===== src/rtl/display_scan_if.sv =====
// Calculator-result to seven-segment display bus: value/flags/load in, anode/segment/tick out.
interface display_scan_if;
   logic [9:0] BCD_digit;
   logic       sign;
   logic       overflow;
   logic       load;
   logic [3:0] digit_anode;
   logic [6:0] segment;
   logic       frame_tick;

   // Producer of result values; observer of the display drive
   modport master (
      output BCD_digit, sign, overflow, load,
      input  digit_anode, segment, frame_tick
   );

   // Display scan controller side
   modport slave (
      input  BCD_digit, sign, overflow, load,
      output digit_anode, segment, frame_tick
   );
endinterface


===== src/rtl/display_scan_ctrl.sv =====
// Four-digit seven-segment scan controller with frame-synchronous double buffering.
module display_scan_ctrl #(
   parameter int unsigned DWELL_CYCLES = 100000,
   parameter int unsigned BLANK_CYCLES = 4
) (
   input  logic          clk,
   input  logic          rst,
   display_scan_if.slave bus
);

   localparam int unsigned CNT_W = (DWELL_CYCLES > 1) ? $clog2(DWELL_CYCLES) : 1;
   localparam logic [CNT_W-1:0] CNT_LAST  = CNT_W'(DWELL_CYCLES - 1);
   localparam logic [CNT_W-1:0] CNT_BLANK = CNT_W'(BLANK_CYCLES);

   localparam logic [6:0] SEG_BLANK = 7'h7F;
   localparam logic [6:0] SEG_DASH  = 7'h3F;
   localparam logic [6:0] SEG_E     = 7'h06;
   localparam logic [6:0] SEG_R     = 7'h2F;

   typedef struct packed {
      logic       overflow;
      logic       sign;
      logic [1:0] hund;
      logic [3:0] tens;
      logic [3:0] ones;
   } disp_val_t;

   logic [CNT_W-1:0] r_cnt;
   logic [1:0]       r_idx;
   disp_val_t        r_pend;
   logic             r_pend_flag;
   disp_val_t        r_act;
   logic             r_in_rst;

   disp_val_t        w_in;
   logic             w_commit;
   logic             w_blank;
   logic [6:0]       w_digit_seg;
   logic [3:0]       w_anode;
   logic [6:0]       w_seg;
   logic             w_tick;

   // Active-low segment pattern for one decimal nibble; anything above 9 shows E
   function automatic logic [6:0] seg_digit(input logic [3:0] n);
      logic [6:0] s;
      case (n)
         4'd0:    s = 7'h40;
         4'd1:    s = 7'h79;
         4'd2:    s = 7'h24;
         4'd3:    s = 7'h30;
         4'd4:    s = 7'h19;
         4'd5:    s = 7'h12;
         4'd6:    s = 7'h02;
         4'd7:    s = 7'h78;
         4'd8:    s = 7'h00;
         4'd9:    s = 7'h10;
         default: s = SEG_E;
      endcase
      return s;
   endfunction

   assign w_in = '{overflow: bus.overflow,
                   sign:     bus.sign,
                   hund:     bus.BCD_digit[9:8],
                   tens:     bus.BCD_digit[7:4],
                   ones:     bus.BCD_digit[3:0]};

   // Last cycle of the last slot is the only point where the shown value may change
   assign w_commit = (r_idx == 2'd3) && (r_cnt == CNT_LAST);
   assign w_blank  = (r_cnt < CNT_BLANK);

   // Slot counter and digit index
   always_ff @(posedge clk) begin
      if (rst) begin
         r_cnt <= '0;
         r_idx <= 2'd0;
      end else if (r_cnt == CNT_LAST) begin
         r_cnt <= '0;
         r_idx <= r_idx + 2'd1;
      end else begin
         r_cnt <= r_cnt + CNT_W'(1);
      end
   end

   // Pending/active double buffer; a load in the commit cycle bypasses pending
   always_ff @(posedge clk) begin
      if (rst) begin
         r_pend      <= '0;
         r_pend_flag <= 1'b0;
         r_act       <= '0;
      end else begin
         if (bus.load) begin
            r_pend <= w_in;
         end
         if (w_commit) begin
            if (bus.load) begin
               r_act <= w_in;
            end else if (r_pend_flag) begin
               r_act <= r_pend;
            end
            r_pend_flag <= 1'b0;
         end else if (bus.load) begin
            r_pend_flag <= 1'b1;
         end
      end
   end

   // Remembers that the last edge was a reset edge so the display stays dark
   always_ff @(posedge clk) begin
      r_in_rst <= rst;
   end

   // Glyph for the digit currently being scanned, with leading-zero blanking
   always_comb begin
      w_digit_seg = SEG_BLANK;
      if (r_act.overflow) begin
         case (r_idx)
            2'd3:    w_digit_seg = SEG_BLANK;
            2'd2:    w_digit_seg = SEG_E;
            default: w_digit_seg = SEG_R;
         endcase
      end else begin
         case (r_idx)
            2'd3: w_digit_seg = r_act.sign ? SEG_DASH : SEG_BLANK;
            2'd2: w_digit_seg = (r_act.hund == 2'd0) ? SEG_BLANK
                                                     : seg_digit({2'b00, r_act.hund});
            2'd1: w_digit_seg = ((r_act.hund == 2'd0) && (r_act.tens == 4'd0)) ? SEG_BLANK
                                                     : seg_digit(r_act.tens);
            default: w_digit_seg = seg_digit(r_act.ones);
         endcase
      end
   end

   // Anode/segment drive from registered state only
   always_comb begin
      w_anode = 4'b1111;
      w_seg   = SEG_BLANK;
      w_tick  = 1'b0;
      if (!r_in_rst) begin
         w_tick = w_commit;
         if (!w_blank) begin
            w_anode = ~(4'b0001 << r_idx);
            w_seg   = w_digit_seg;
         end
      end
   end

   assign bus.digit_anode = w_anode;
   assign bus.segment     = w_seg;
   assign bus.frame_tick  = w_tick;

endmodule


===== src/flat_wrapper.sv =====
// flat-port wrapper written by rule: the top's interface ports become plain ports
module display_scan_ctrl_flat 
#(
   parameter int unsigned DWELL_CYCLES = 100000,
   parameter int unsigned BLANK_CYCLES = 4
)
  (clk, rst, bus_BCD_digit, bus_sign, bus_overflow, bus_load, bus_digit_anode, bus_segment, bus_frame_tick);
  display_scan_if bus_i ();
  input  logic clk;
  input  logic rst;
  input wire logic [$bits(bus_i.BCD_digit)-1:0] bus_BCD_digit;
  input wire logic [$bits(bus_i.sign)-1:0] bus_sign;
  input wire logic [$bits(bus_i.overflow)-1:0] bus_overflow;
  input wire logic [$bits(bus_i.load)-1:0] bus_load;
  output wire logic [$bits(bus_i.digit_anode)-1:0] bus_digit_anode;
  output wire logic [$bits(bus_i.segment)-1:0] bus_segment;
  output wire logic [$bits(bus_i.frame_tick)-1:0] bus_frame_tick;
  assign bus_i.BCD_digit = bus_BCD_digit;
  assign bus_i.sign = bus_sign;
  assign bus_i.overflow = bus_overflow;
  assign bus_i.load = bus_load;
  assign bus_digit_anode = bus_i.digit_anode;
  assign bus_segment = bus_i.segment;
  assign bus_frame_tick = bus_i.frame_tick;
  display_scan_ctrl #(.DWELL_CYCLES(DWELL_CYCLES), .BLANK_CYCLES(BLANK_CYCLES)) u_core (.clk(clk), .rst(rst), .bus(bus_i));
endmodule

===== config.mk =====
export PLATFORM = sky130hd
export DESIGN_NAME = display_scan_ctrl_flat
export DESIGN_NICKNAME = d
export VERILOG_FILES = /design/src/rtl/display_scan_if.sv /design/src/rtl/display_scan_ctrl.sv /design/src/flat_wrapper.sv
export SDC_FILE = /design/constraint.sdc
export NUM_CORES = 1
export LEC_CHECK = 0
export ABC_AREA = 1
export CAP_MARGIN = 0
export CELL_PAD_IN_SITES_DETAIL_PLACEMENT = 1
export CELL_PAD_IN_SITES_GLOBAL_PLACEMENT = 1
export CORE_UTILIZATION = 40
export CTS_CLUSTER_SIZE = 10
export DETAILED_ROUTE_END_ITERATION = 8
export GPL_ROUTABILITY_DRIVEN = 1
export PLACE_DENSITY = 0.85
export SETUP_SLACK_MARGIN = 0.1
export SLEW_MARGIN = 40
export SYNTH_ARGS = -nofsm -noshare
export SYNTH_HDL_FRONTEND = slang
export SYNTH_SLANG_ARGS = --single-unit

===== constraint.sdc =====
create_clock -name clk -period 3.5 [get_ports clk]
set_input_delay 0.7 -clock clk [delete_from_list [all_inputs] [get_ports clk]]
set_output_delay 0.7 -clock clk [all_outputs]
set_load 0.02 [all_outputs]

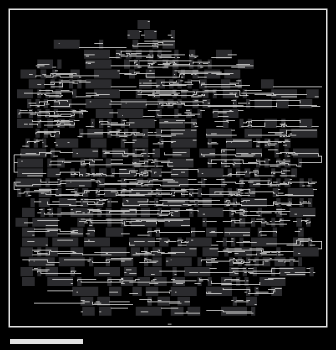
Figure 1: run 1, M1 wires.
Bar = 20 um. Cells faint in the background.
402 nets have wire on it. The layer holds 44% of the routed length. The layer carries 3030 um of wire. The wires run mostly horizontal. The longest straight run is 34.5 um.

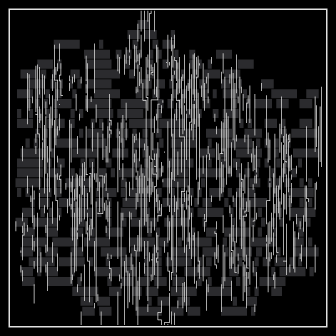
Figure 2: run 1, metal 2.
Cells faint in the background.
The wires run mostly vertical. 365 nets have wire on it.

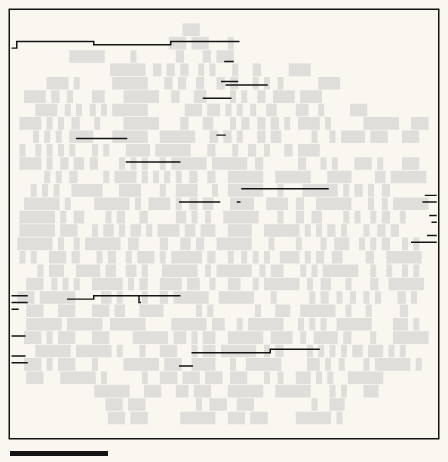
Figure 3: run 1, the metal 3 layer.
Bar = 20 um. Cells faint in the background.
The wires run mostly horizontal. The layer holds 2.9% of the routed length. The longest straight run is 17.5 um. 18 nets have wire on it.

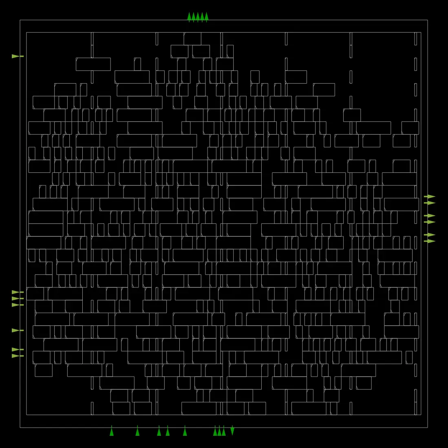
Figure 4: run 1, placement view.
sequential portion of the cell area: 34.5%
placement row count: 30

==> impl_summary.log, run 1 <==
[flow] summary of implementation run
INFO  metric final_antenna_net_count = 0
INFO  metric type_of_the_setup_path_with_the_least_slack = flip-flop to output port
INFO  metric buffers_excl_clock = 31
INFO  metric tritoncts = done
INFO  metric power-per-cell-area = ~370 nW/um2
INFO  metric cts.hold.buffers_added = 0
INFO  metric layout.cells.most_common_list = sky130_fd_sc_hd__nand2_1, sky130_fd_sc_hd__dfxtp_1, sky130_fd_sc_hd__nor2_1
INFO  metric power_leakage = 1.57 nW
INFO  metric post-route-period-util = 91.1%
INFO  metric post_cts_repair_resize_count = 0
INFO  metric number_of_buffers_inserted_during_clock_tree_synthesis = 9
INFO  metric ff2ff_setup_slack = about 1200 ps
INFO  metric final.fill_count = 869
INFO  metric top_logic_kind = simple AND/OR/NAND/NOR gates
INFO  metric mux_share = a little over 4%
INFO  metric slowest_delay = 560 ps
INFO  metric drt-total-wl = 6940 um
INFO  metric ys_sh_simple = 28.9%
INFO  metric dieArea = 7560 um2
INFO  metric post_dp_area = 3260 um2
INFO  metric top_power_group = sequential cells
INFO  metric grt_max_usage_layer = met2
INFO  metric maximum_level_of_the_cts_h_tree = 3
INFO  metric synthAdderAreaFrac = approximately 7.4%
INFO  metric track_usage = around a fifth
INFO  metric layout.clock.cell_area_share = 4.68%
INFO  metric finalCriticalPeriod = 3190 ps
INFO  metric count_of_nets_after_finishing = 437
INFO  metric synthCells = 371
INFO  metric final-instance-count-excl-fill = 505
INFO  metric worst_r2r_path_depth = 14
INFO  metric clock_path_buffers = 2
INFO  metric post-route-cell-area = 3420 um2
INFO  metric setup.worst_path.end_class = output port
INFO  metric use_met1 = between 20% and 30%
INFO  metric count_of_flip_flops_with_a_built_in_enable_after_synthesis = 0
INFO  metric grt_max_degree = 19
INFO  metric globalRoute.totalOverflow = 0
INFO  metric synthDistinctLibCells = 33
INFO  metric met3_length = 198 um
INFO  metric p_sw_share = 23.1%
INFO  metric groute.layer.met2.usage = 38.0%
INFO  metric clock_transition_time_at_the_flip_flop_clock_pins_of_the_worst_setup_and_hold_paths = 60 ps
INFO  metric drt-pass1-iter-count = 4
INFO  metric global_route.usage.met3 = 6.26%
INFO  metric boundaryPins = 27
INFO  metric seq_power_share = 53.7%
INFO  metric via_per_inst = 4.86
INFO  metric finalClockSkew = 9.26 ps
INFO  metric crit-reg2reg-launch = u_core.r_cnt[0]$_SDFF_PP0_
INFO  metric syn_to_final_growth = 18.5%
INFO  metric ant_diodes = 0
INFO  metric outcome = finished clean
INFO  metric share_of_power_burned_in_the_clock_network = between 40% and 50%
INFO  metric cp_max_delay_cell = sky130_fd_sc_hd__clkdlybuf4s50_1
INFO  metric combinationalPowerShare = 5.7%
INFO  metric place_hpwl = 5480 um
INFO  metric met2WireLength = about 3600 um
INFO  metric p_sw = 0.296 mW
INFO  metric min_setup_slack_post_route = 312 ps
INFO  metric clk_root_buffer_cell = sky130_fd_sc_hd__clkbuf_8
INFO  metric netlist.top_cell.by_area = sky130_fd_sc_hd__dfxtp_1
INFO  metric area_leaders = sky130_fd_sc_hd__dfxtp_1, sky130_fd_sc_hd__nand2_1, sky130_fd_sc_hd__ha_1
INFO  metric synthesized_flop_and_latch_total = 59
INFO  metric warning_count = 39
INFO  metric route.detailed.drc = 0
INFO  metric highest-signal-layer = met4
INFO  metric finish.utilization = 49.8%
INFO  metric antenna_found_initial = 0
INFO  metric seq_area = 1180 um2
INFO  metric setup_viol = 0
INFO  metric common_cells = sky130_fd_sc_hd__nand2_1, sky130_fd_sc_hd__dfxtp_1, sky130_fd_sc_hd__nor2_1
INFO  metric floorplan.nets = 403
--- run 2 (diff from run 1) ---
CORE_ASPECT_RATIO = 0.75   (was unset)
CORE_MARGIN = 2   (was unset)
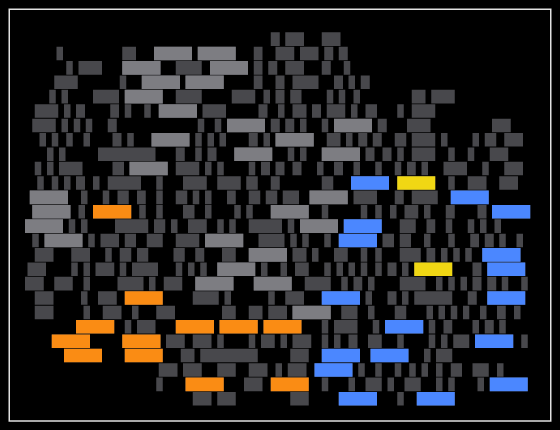
Figure 5: run 2, sequential cells grouped by signal name.
u_core.r_cnt: shown in blue, placed flops 17. u_core.r_idx: shown in yellow, placed flops 2. u_core.r_pend: shown in orange, placed flops 12.

==> run 2 against run 1 <==
Net effect: clock skew is 8.5 ps higher; wire length is 7.2% higher; cell area is 2.2% higher; total power is 14% higher; combinational power hardly changed; register-to-register slack worse by 90 ps; worst hold slack better by 2.4 ps; flip-flop count stayed put; maximum frequency is 2.2% higher.
==> impl_summary.log, run 2 <==
[flow] summary of implementation run
INFO  metric finalClockSkew = 17.7 ps (+8.48 ps)
INFO  metric hp-class = flip-flop to flip-flop
INFO  metric finalCriticalPeriod = 3120 ps (-68.6 ps)
INFO  metric route.detailed.drc = 0 (unchanged)
INFO  metric tritoncts = done
INFO  metric via_per_inst = 4.93 (+1.4%)
INFO  metric dieArea = 7920 um2 (+4.8%)
INFO  metric layout.clock.cell_area_share = 6.51% (+1.8 points)
INFO  metric ys_sh_xor = under 10%
INFO  metric p_sw = 0.308 mW (+3.9%)
INFO  metric top_logic_kind = simple AND/OR/NAND/NOR gates
INFO  metric type_of_the_setup_path_with_the_least_slack = flip-flop to output port
INFO  metric power-per-cell-area = 418 nW/um2 (+12%)
INFO  metric post_cts_repair_resize_count = 0 (unchanged)
INFO  metric layout.cells.most_common_list = sky130_fd_sc_hd__nand2_1, sky130_fd_sc_hd__dfxtp_1, sky130_fd_sc_hd__nor2_1
INFO  metric final.fill_count = 867 (-0.23%)
INFO  metric p_sw_share = 21.0% (-2.1 points)
INFO  metric min_path_cells = 1
INFO  metric synthesized_flop_and_latch_total = 59 (unchanged)
INFO  metric antenna_found_initial = 0 (unchanged)
INFO  metric synthDistinctLibCells = 33 (unchanged)
INFO  metric clock_path_buffers = 2 (unchanged)
INFO  metric post_route_cells_drive_above_1_share = 10.5%
INFO  metric track_usage = 20.9% (+0.42 points)
INFO  metric global_route.usage.met3 = 6.49% (+0.23 points)
INFO  metric syn_to_final_growth = 21.1%
INFO  metric comb_area = 1460 um2
INFO  metric globalRoute.totalOverflow = 0 (unchanged)
INFO  metric ys_sh_simple = 28.9% (unchanged)
INFO  metric common_cells = sky130_fd_sc_hd__nand2_1, sky130_fd_sc_hd__dfxtp_1, sky130_fd_sc_hd__nor2_1
INFO  metric outcome = finished clean
INFO  metric ant_diodes = 0 (unchanged)
INFO  metric drt-pass1-iter-count = 4 (unchanged)
INFO  metric clock.latency.late_pin = 340 ps
INFO  metric ff2ff_setup_slack = 1060 ps (-90 ps)
INFO  metric hold_ep = u_core.r_cnt[0]$_SDFF_PP0_
INFO  metric post-route-cell-area = 3500 um2 (+2.2%)
INFO  metric mux_share = 4.16% (unchanged)
INFO  metric synthCells = 371 (unchanged)
INFO  metric buffers_excl_clock = 31 (unchanged)
INFO  metric post_place_setup_slack = 540 ps
INFO  metric grt_pass1_vias = 2622
INFO  metric seq_area = 1180 um2 (unchanged)
INFO  metric clock_sinks = 59
INFO  metric grt_max_usage_layer = met2
INFO  metric timing_worst_slew_pin_value = slightly below 500 ps
INFO  metric crit-reg2reg-launch = u_core.r_cnt[0]$_SDFF_PP0_
INFO  metric power_leakage = 1.60 nW (+1.8%)
INFO  metric floorplan.nets = 403 (unchanged)
INFO  metric seq_power_share = 47.1% (-6.6 points)
INFO  metric final-instance-count-excl-fill = 508 (+0.59%)
INFO  metric cts.hold.buffers_added = 0 (unchanged)
INFO  metric share_of_power_burned_in_the_clock_network = 48.0% (+7.4 points)
INFO  metric final_antenna_net_count = 0 (unchanged)
INFO  metric groute.layer.met2.usage = 34.1% (-3.9 points)
INFO  metric setup_viol = 0 (unchanged)
INFO  metric post-route-period-util = 89.1% (-2.0 points)
INFO  metric critical_path_cell_count = 8
INFO  metric use_met1 = 26.4% (+4.2 points)
INFO  metric clk_root_buffer_cell = sky130_fd_sc_hd__clkbuf_8
INFO  metric netlist.top_cell.by_area = sky130_fd_sc_hd__dfxtp_1
INFO  metric synthAdderAreaFrac = 7.37% (unchanged)
INFO  metric drt-total-wl = 7430 um (+7.2%)
INFO  metric slowest_delay = 620 ps (+60 ps)
INFO  metric die_width = 102 um
INFO  metric setup.worst_path.end_class = output port
INFO  metric count_of_nets_after_finishing = 437 (unchanged)
INFO  metric finish.utilization = 50.7% (+0.89 points)
INFO  metric met3_length = 220 um (+11%)
INFO  metric post_dp_area = 3270 um2 (about the same)
INFO  metric met2WireLength = 3590 um (-0.86%)
INFO  metric number_of_buffers_inserted_during_clock_tree_synthesis = 9 (unchanged)
INFO  metric place_hpwl = 5730 um (+4.6%)
INFO  metric internal-power = 1.16 mW
INFO  metric synthesis.area = 2890 um2
INFO  metric min_setup_slack_post_route = 381 ps (+68.6 ps)
INFO  metric area_leaders = sky130_fd_sc_hd__dfxtp_1, sky130_fd_sc_hd__nand2_1, sky130_fd_sc_hd__ha_1
INFO  metric seq_share = 33.8% (-0.74 points)
INFO  metric count_of_flip_flops_with_a_built_in_enable_after_synthesis = 0 (unchanged)
INFO  metric warning_count = 39 (unchanged)
INFO  metric grt_max_degree = 19 (unchanged)
INFO  metric cp_max_delay_cell = sky130_fd_sc_hd__clkdlybuf4s50_1
INFO  metric top_power_group = the clock network
INFO  metric core.rowCount = 26 (-13%)
INFO  metric clock_transition_time_at_the_flip_flop_clock_pins_of_the_worst_setup_and_hold_paths = 80 ps (+20 ps)
INFO  metric highest-signal-layer = met4
INFO  metric boundaryPins = 27 (unchanged)
INFO  metric maximum_level_of_the_cts_h_tree = 3 (unchanged)
INFO  metric worst_r2r_path_depth = 14 (unchanged)
INFO  metric combinationalPowerShare = 5.0% (-0.7 points)
No activity file was given, so power comes from the tool's default toggle rates.
